**src/rtl/ld_seq_if.sv**
```systemverilog
// Bundle between the load sequencer, the instruction/register-file side and data memory.
// Latency: none; pure wiring.
// Backpressure: mem_req/mem_ack handshake toward memory, stall toward the PC.
interface ld_seq_if #(
  parameter int AW = 16,
  parameter int DW = 8
);
  // instruction fields
  logic          valid;
  logic [7:0]    opcode;
  logic [AW-1:0] imm;
  logic [3:0]    rs;
  logic [3:0]    rd;
  // register-file read port
  logic [3:0]    rf_raddr;
  logic [DW-1:0] rf_rdata;
  // data-memory read handshake
  logic          mem_req;
  logic [AW-1:0] mem_addr;
  logic [DW-1:0] mem_rdata;
  logic          mem_ack;
  // control / writeback
  logic          stall;
  logic          wr_en;
  logic [3:0]    wr_addr;
  logic [DW-1:0] wr_data;
  logic          busy;
  logic          err;

  // sequencer side
  modport master (
    input  valid, opcode, imm, rs, rd, rf_rdata, mem_rdata, mem_ack,
    output rf_raddr, mem_req, mem_addr, stall, wr_en, wr_addr, wr_data, busy, err
  );

  // instruction source, register file and memory side
  modport slave (
    output valid, opcode, imm, rs, rd, rf_rdata, mem_rdata, mem_ack,
    input  rf_raddr, mem_req, mem_addr, stall, wr_en, wr_addr, wr_data, busy, err
  );
endinterface

```
**src/rtl/ld_seq.sv**
```systemverilog
// Multicycle load sequencer for opcodes 0x10-0x14, one register writeback (or error pulse) per load.
// Latency accept->wr_en: 1 (imm/reg), 2 (direct/relative), 4 (indirect) with zero-wait memory.
// Backpressure: stall holds the PC while reads are pending; each read waits at most TIMEOUT cycles for mem_ack.
module ld_seq #(
  parameter int AW      = 16,
  parameter int DW      = 8,
  parameter int TIMEOUT = 15
) (
  input  logic     clk,
  input  logic     reset,
  ld_seq_if.master bus
);

  localparam int            CW       = (TIMEOUT > 1) ? $clog2(TIMEOUT) : 1;
  localparam logic [CW-1:0] CNT_LAST = CW'(TIMEOUT - 1);

  localparam logic [7:0] OP_IMM = 8'h10;
  localparam logic [7:0] OP_DIR = 8'h11;
  localparam logic [7:0] OP_IND = 8'h12;
  localparam logic [7:0] OP_REG = 8'h13;
  localparam logic [7:0] OP_REL = 8'h14;

  typedef enum logic [2:0] {
    S_IDLE,
    S_RD_PLO,
    S_RD_PHI,
    S_RD_DATA,
    S_WB,
    S_ERR
  } state_t;

  state_t          state_q, state_d;
  logic [CW-1:0]   cnt_q, cnt_d;
  logic [AW-1:0]   imm_q, imm_d;
  logic [3:0]      rd_q, rd_d;
  logic [DW-1:0]   lo_q, lo_d;
  logic [DW-1:0]   data_q, data_d;
  logic [AW-1:0]   addr_d;

  logic            mem_req_q;
  logic [AW-1:0]   mem_addr_q;
  logic            wr_en_q;
  logic [3:0]      wr_addr_q;
  logic [DW-1:0]   wr_data_q;
  logic            err_q;

  logic            is_load;
  logic            accept;
  logic            in_rd_q;
  logic            in_rd_d;
  logic [2*DW-1:0] ptr;
  logic [AW-1:0]   rel_addr;

  assign is_load  = (bus.opcode >= OP_IMM) && (bus.opcode <= OP_REL);
  assign accept   = bus.valid && is_load;
  assign in_rd_q  = (state_q == S_RD_PLO) || (state_q == S_RD_PHI) || (state_q == S_RD_DATA);
  assign in_rd_d  = (state_d == S_RD_PLO) || (state_d == S_RD_PHI) || (state_d == S_RD_DATA);

  // Pointer assembled from the stored low byte and the high byte arriving now.
  assign ptr      = {bus.mem_rdata, lo_q};
  // Relative address wraps naturally at the AW-bit boundary.
  assign rel_addr = bus.imm + AW'(bus.rf_rdata);

  // Next-state, datapath capture and per-read timeout.
  always_comb begin
    state_d = state_q;
    cnt_d   = cnt_q;
    imm_d   = imm_q;
    rd_d    = rd_q;
    lo_d    = lo_q;
    data_d  = data_q;
    addr_d  = mem_addr_q;

    case (state_q)
      S_IDLE: begin
        if (accept) begin
          imm_d = bus.imm;
          rd_d  = bus.rd;
          cnt_d = '0;
          case (bus.opcode)
            OP_IMM: begin
              data_d  = bus.imm[DW-1:0];
              state_d = S_WB;
            end
            OP_REG: begin
              data_d  = bus.rf_rdata;
              state_d = S_WB;
            end
            OP_DIR: begin
              addr_d  = bus.imm;
              state_d = S_RD_DATA;
            end
            OP_REL: begin
              addr_d  = rel_addr;
              state_d = S_RD_DATA;
            end
            OP_IND: begin
              addr_d  = bus.imm;
              state_d = S_RD_PLO;
            end
            default: state_d = S_IDLE;
          endcase
        end
      end
      S_RD_PLO: begin
        if (bus.mem_ack) begin
          lo_d    = bus.mem_rdata;
          addr_d  = imm_q + AW'(1);
          cnt_d   = '0;
          state_d = S_RD_PHI;
        end
      end
      S_RD_PHI: begin
        if (bus.mem_ack) begin
          addr_d  = AW'(ptr);
          cnt_d   = '0;
          state_d = S_RD_DATA;
        end
      end
      S_RD_DATA: begin
        if (bus.mem_ack) begin
          data_d  = bus.mem_rdata;
          state_d = S_WB;
        end
      end
      // WB and ERR last exactly one cycle.
      default: state_d = S_IDLE;
    endcase

    // A read that sees no ack in its last allowed cycle abandons the load; an ack in that cycle wins.
    if (in_rd_q && !bus.mem_ack) begin
      if (cnt_q == CNT_LAST) begin
        state_d = S_ERR;
      end else begin
        cnt_d = cnt_q + CW'(1);
      end
    end
  end

  // State and timeout counter.
  always_ff @(posedge clk or negedge reset) begin
    if (!reset) begin
      state_q <= S_IDLE;
      cnt_q   <= '0;
    end else begin
      state_q <= state_d;
      cnt_q   <= cnt_d;
    end
  end

  // Latched instruction fields and intermediate load data.
  always_ff @(posedge clk or negedge reset) begin
    if (!reset) begin
      imm_q  <= '0;
      rd_q   <= '0;
      lo_q   <= '0;
      data_q <= '0;
    end else begin
      imm_q  <= imm_d;
      rd_q   <= rd_d;
      lo_q   <= lo_d;
      data_q <= data_d;
    end
  end

  // Registered outputs, computed from the state being entered so they line up with it.
  always_ff @(posedge clk or negedge reset) begin
    if (!reset) begin
      mem_req_q  <= 1'b0;
      mem_addr_q <= '0;
      wr_en_q    <= 1'b0;
      wr_addr_q  <= '0;
      wr_data_q  <= '0;
      err_q      <= 1'b0;
    end else begin
      mem_req_q  <= in_rd_d;
      mem_addr_q <= addr_d;
      wr_en_q    <= (state_d == S_WB);
      wr_addr_q  <= (state_d == S_WB) ? rd_d : '0;
      wr_data_q  <= (state_d == S_WB) ? data_d : '0;
      err_q      <= (state_d == S_ERR);
    end
  end

  assign bus.rf_raddr = bus.rs;
  assign bus.stall    = ((state_q == S_IDLE) && accept) || in_rd_q;
  assign bus.busy     = (state_q != S_IDLE);
  assign bus.mem_req  = mem_req_q;
  assign bus.mem_addr = mem_addr_q;
  assign bus.wr_en    = wr_en_q;
  assign bus.wr_addr  = wr_addr_q;
  assign bus.wr_data  = wr_data_q;
  assign bus.err      = err_q;

endmodule

```
**src/flat_wrapper.sv**
```systemverilog
// flat-port wrapper written by rule: the top's interface ports become plain ports
module ld_seq_flat 
#(
  parameter int AW      = 16,
  parameter int DW      = 8,
  parameter int TIMEOUT = 15
)
  (clk, reset, bus_valid, bus_opcode, bus_imm, bus_rs, bus_rd, bus_rf_rdata, bus_mem_rdata, bus_mem_ack, bus_rf_raddr, bus_mem_req, bus_mem_addr, bus_stall, bus_wr_en, bus_wr_addr, bus_wr_data, bus_busy, bus_err);
  ld_seq_if #(.AW(AW), .DW(DW)) bus_i ();
  input  logic clk;
  input  logic reset;
  input wire logic [$bits(bus_i.valid)-1:0] bus_valid;
  input wire logic [$bits(bus_i.opcode)-1:0] bus_opcode;
  input wire logic [$bits(bus_i.imm)-1:0] bus_imm;
  input wire logic [$bits(bus_i.rs)-1:0] bus_rs;
  input wire logic [$bits(bus_i.rd)-1:0] bus_rd;
  input wire logic [$bits(bus_i.rf_rdata)-1:0] bus_rf_rdata;
  input wire logic [$bits(bus_i.mem_rdata)-1:0] bus_mem_rdata;
  input wire logic [$bits(bus_i.mem_ack)-1:0] bus_mem_ack;
  output wire logic [$bits(bus_i.rf_raddr)-1:0] bus_rf_raddr;
  output wire logic [$bits(bus_i.mem_req)-1:0] bus_mem_req;
  output wire logic [$bits(bus_i.mem_addr)-1:0] bus_mem_addr;
  output wire logic [$bits(bus_i.stall)-1:0] bus_stall;
  output wire logic [$bits(bus_i.wr_en)-1:0] bus_wr_en;
  output wire logic [$bits(bus_i.wr_addr)-1:0] bus_wr_addr;
  output wire logic [$bits(bus_i.wr_data)-1:0] bus_wr_data;
  output wire logic [$bits(bus_i.busy)-1:0] bus_busy;
  output wire logic [$bits(bus_i.err)-1:0] bus_err;
  assign bus_i.valid = bus_valid;
  assign bus_i.opcode = bus_opcode;
  assign bus_i.imm = bus_imm;
  assign bus_i.rs = bus_rs;
  assign bus_i.rd = bus_rd;
  assign bus_i.rf_rdata = bus_rf_rdata;
  assign bus_i.mem_rdata = bus_mem_rdata;
  assign bus_i.mem_ack = bus_mem_ack;
  assign bus_rf_raddr = bus_i.rf_raddr;
  assign bus_mem_req = bus_i.mem_req;
  assign bus_mem_addr = bus_i.mem_addr;
  assign bus_stall = bus_i.stall;
  assign bus_wr_en = bus_i.wr_en;
  assign bus_wr_addr = bus_i.wr_addr;
  assign bus_wr_data = bus_i.wr_data;
  assign bus_busy = bus_i.busy;
  assign bus_err = bus_i.err;
  ld_seq #(.AW(AW), .DW(DW), .TIMEOUT(TIMEOUT)) u_core (.clk(clk), .reset(reset), .bus(bus_i));
endmodule
```
**config.mk**
```make
export PLATFORM = sky130hd
export DESIGN_NAME = ld_seq_flat
export DESIGN_NICKNAME = d
export VERILOG_FILES = /design/src/rtl/ld_seq_if.sv /design/src/rtl/ld_seq.sv /design/src/flat_wrapper.sv
export SDC_FILE = /design/constraint.sdc
export NUM_CORES = 1
export LEC_CHECK = 0
export CORE_UTILIZATION = 30
export CTS_CLUSTER_DIAMETER = 60
export DETAILED_ROUTE_END_ITERATION = 10
export MAX_ROUTING_LAYER = met4
export PLACE_DENSITY_LB_ADDON = 0.12
export SLEW_MARGIN = 20
export SYNTH_ARGS = -nofsm -noshare
export SYNTH_HDL_FRONTEND = slang
export SYNTH_SLANG_ARGS = --single-unit
```
**constraint.sdc**
```tcl
create_clock -name clk -period 2.1 [get_ports clk]
set_input_delay 0.315 -clock clk [delete_from_list [all_inputs] [get_ports clk]]
set_output_delay 0.315 -clock clk [all_outputs]
set_load 0.05 [all_outputs]
```
**Signal wires on met1**

Supply wires on this layer in grey.
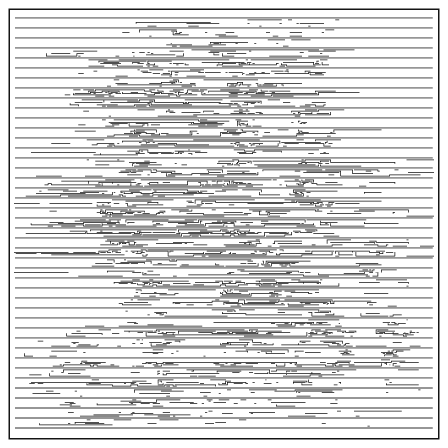
The layer holds 48% of the routed length. The wires run mostly horizontal. 579 nets have wire on it. The longest straight run is 36.3 um.
DRT Wirelength: 12,900 um
met1 global-route usage: 29.2%
via count: 3,767

==> results.sh <==
# source this file to load flow results
export IMPL_ctsHoldBuffers=1
export IMPL_fin_util_pct=47.0
export IMPL_worstPathRequired_ns=1.78
export IMPL_crit_slowest_cell="or4b_4"
export IMPL_first_pass_iters=5
export IMPL_busiest_layer="met2"
export IMPL_vias_per_cell=5.08
export IMPL_cts_path_max_buffers=2
export IMPL_nClkBuffers=15
export IMPL_syn_inst=415
export IMPL_die_size_y_um=116
export IMPL_ios=89
export IMPL_path_max_fanout=2
export IMPL_dp_slack_ns=-0.703
export IMPL_seq_area_um2=1650
export IMPL_cts_inserted_buffers=9
export IMPL_start_kind="input port"
export IMPL_seq_cells=66
export IMPL_grt_pass1_vias=3743
export IMPL_finalSetupViolations=0
export IMPL_status="finished, final reports clean"
export IMPL_dominant_cells="multi-input combinational cells"
export IMPL_dp_cells=722
export IMPL_tightest_slew_ns=0.521
export IMPL_fp_util_pct=31.0
export IMPL_fp_coreArea_um2=12700
export IMPL_drv_max_cap_violation_count=0
export IMPL_fp_nets=479
export IMPL_hpwlAfterDp_um=10100
export IMPL_crit_family="simple AND/OR/NAND/NOR gates"
export IMPL_startpoint="bus_opcode[6]"
export IMPL_hp_class="input port to flop"
export IMPL_clock_skew_ns=0.00559
export IMPL_area_growth_pct=51.7
export IMPL_worst_setup_path_type="input port to output pin"
export IMPL_rsz0062_at_grt="true"
export IMPL_n_fill_cell=1259
export IMPL_cts_root_buf="clkbuf_16"
export IMPL_logic_gates=318
export IMPL_warning_count=30
export IMPL_worstReg2RegStart="u_core.state_q[0]"
export IMPL_maxSlewViolCount=0
export IMPL_post_cts_buffers=2
export IMPL_fin_cells=741
export IMPL_post_cts_resized=53
export IMPL_die_w_um=116
export IMPL_insertedDiodeCount=0
export IMPL_p_leak_uw=0.00258
export IMPL_drtIter0Drc=247
export IMPL_fmax_mhz=483
export IMPL_synth_yosys_seq_area_share_pct=42.1
export IMPL_fin_ws_ns=0.0275
export IMPL_clkTransAtPathRegs_ns=0.05
export IMPL_signal_buffers=159
export IMPL_hold_viol_final=0
export IMPL_end_kind="output pin"
export IMPL_sh_comb_area_pct=39.1
export IMPL_cts_tree="yes"
export IMPL_synth_flops=66
export IMPL_yosysCellCount=415
export IMPL_min_period_ns=2.07
export IMPL_inv_count=10
export IMPL_wl_per_cell_um=17.4
export IMPL_clk_latency_ns=0.34
export IMPL_layout_area_comb_um2=2330
export IMPL_edf_count=0
export IMPL_grtUsageMet3_pct=4.83
**Met2 routing**

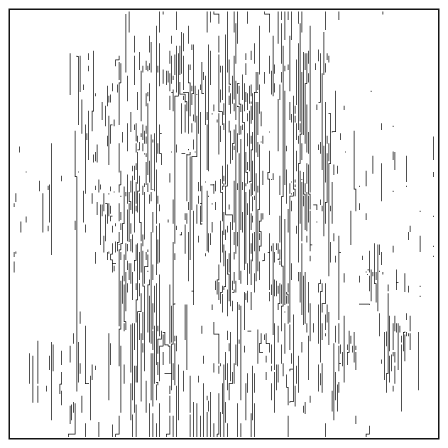
The layer holds 45% of the routed length. 537 nets have wire on it. The longest straight run is 58.3 um.
Global Route met2 Usage: 31.0%

-- final timing paths --
check / endpoint / slack, ns / cells after the start
worst max-delay path: bus_stall / 0.03 / 7
worst min-delay path: u_core.imm_q[3] / 0.45 / 3
worst max register to register: u_core.bus.mem_addr[1] / 0.16 / 6
worst min register to register: u_core.cnt_q[3] / 0.48 / 1
max in group asynchronous: u_core.cnt_q[1] / 0.99 / 3
min in group asynchronous: u_core.bus.wr_addr[3] / 0.48 / 2
-- state kept, by name (all words and copies together) (netlist names) --
register,count
u_core.bus.mem_addr,16
u_core.state_q,3
u_core.imm_q,16
u_core.lo_q,8
u_core.bus.wr_en,1
u_core.bus.wr_data,8
u_core.bus.mem_req,1
u_core.bus.err,1
u_core.rd_q,4
u_core.bus.wr_addr,4
u_core.cnt_q,4
-- where the power goes --
group | internal, uW | total [uW] | switching, uW | leakage, uW
clock network | 897 | 1450 | 557 | 0.000136
registers | 1670 | 1960 | 286 | 0.000842
logic | 1450 | 3530 | 2080 | 0.00160
-- worst min-delay path: stages --
cell and delay, ns:
dlymetal6s2s_1 0.14, buf_4 0.15, mux2_2 0.14
-- cells by family (layout without fill, tap and decap cells) --
| kind of cell | after synthesis | in the layout | synth area share [%] |
|---|---|---|---|
| xor gates and xnor gates | 22 | 22 | 4.91 |
| and+or+nand+nor | 148 | 148 | 19.7 |
| DFF | 66 | 66 | 42.1 |
| muxes | 26 | 26 | 7.46 |
| adders and majority gates | 12 | 12 | 4.02 |
| buffers and inverters | 31 | 185 | 3.86 |
| AOI/OAI and AO/OA | 110 | 110 | 18.0 |
-- per-layer routing --
layer	vias up	wire length (um)
met3	18	780
met5	-	0
li1	1826	-
met4	0	215
met1	1798	6170
met2	125	5750
-- placed cells by master (no fill, tap or decap), types with 6 or more instances in the layout --
cell type         n
buf_4            75
dfrtp_1          66
clkdlybuf4s50_1  57
nand2_1          39
nor2_1           37
o21ai_0          29
mux2_2           24
a21oi_1          16
a22oi_1          15
xnor2_1          11
dlygate4sd2_1    11
inv_1            10
xor2_1           10
a31oi_1          10
nand3_1          10
and2_1            9
nand4_1           9
clkbuf_16         9
nand2b_1          7
nor3_1            7
nor4_1            6
-- Yosys cell counts, drive strengths merged (2+ instances only) --
master | number | area share, %
dfrtp | 66 | 42
nand2 | 40 | 3.9
nor2 | 37 | 3.5
o21ai | 34 | 4.3
mux2 | 26 | 7.5
a21oi | 18 | 2.3
a22oi | 15 | 2.9
buf | 12 | 2.0
a31oi | 11 | 1.8
ha | 11 | 3.5
nand3 | 11 | 1.4
xnor2 | 11 | 2.5
xor2 | 11 | 2.5
inv | 10 | 0.96
and2 | 9 | 1.4
clkbuf | 9 | 0.86
nand4 | 9 | 1.4
nor3 | 8 | 1.1
nand2b | 7 | 1.1
nor4 | 7 | 1.5
and3 | 5 | 0.80
a221oi | 4 | 0.89
o21a | 4 | 0.76
o31ai | 4 | 0.76
a211oi | 3 | 0.57
a222oi | 3 | 0.76
and4 | 3 | 0.67
or3 | 3 | 0.48
a21o | 2 | 0.38
a31o | 2 | 0.45
nor2b | 2 | 0.32
nor4b | 2 | 0.83
o211ai | 2 | 0.38
or4 | 2 | 0.38
Power figures rest on the tool's default switching activity, not on a simulated workload.
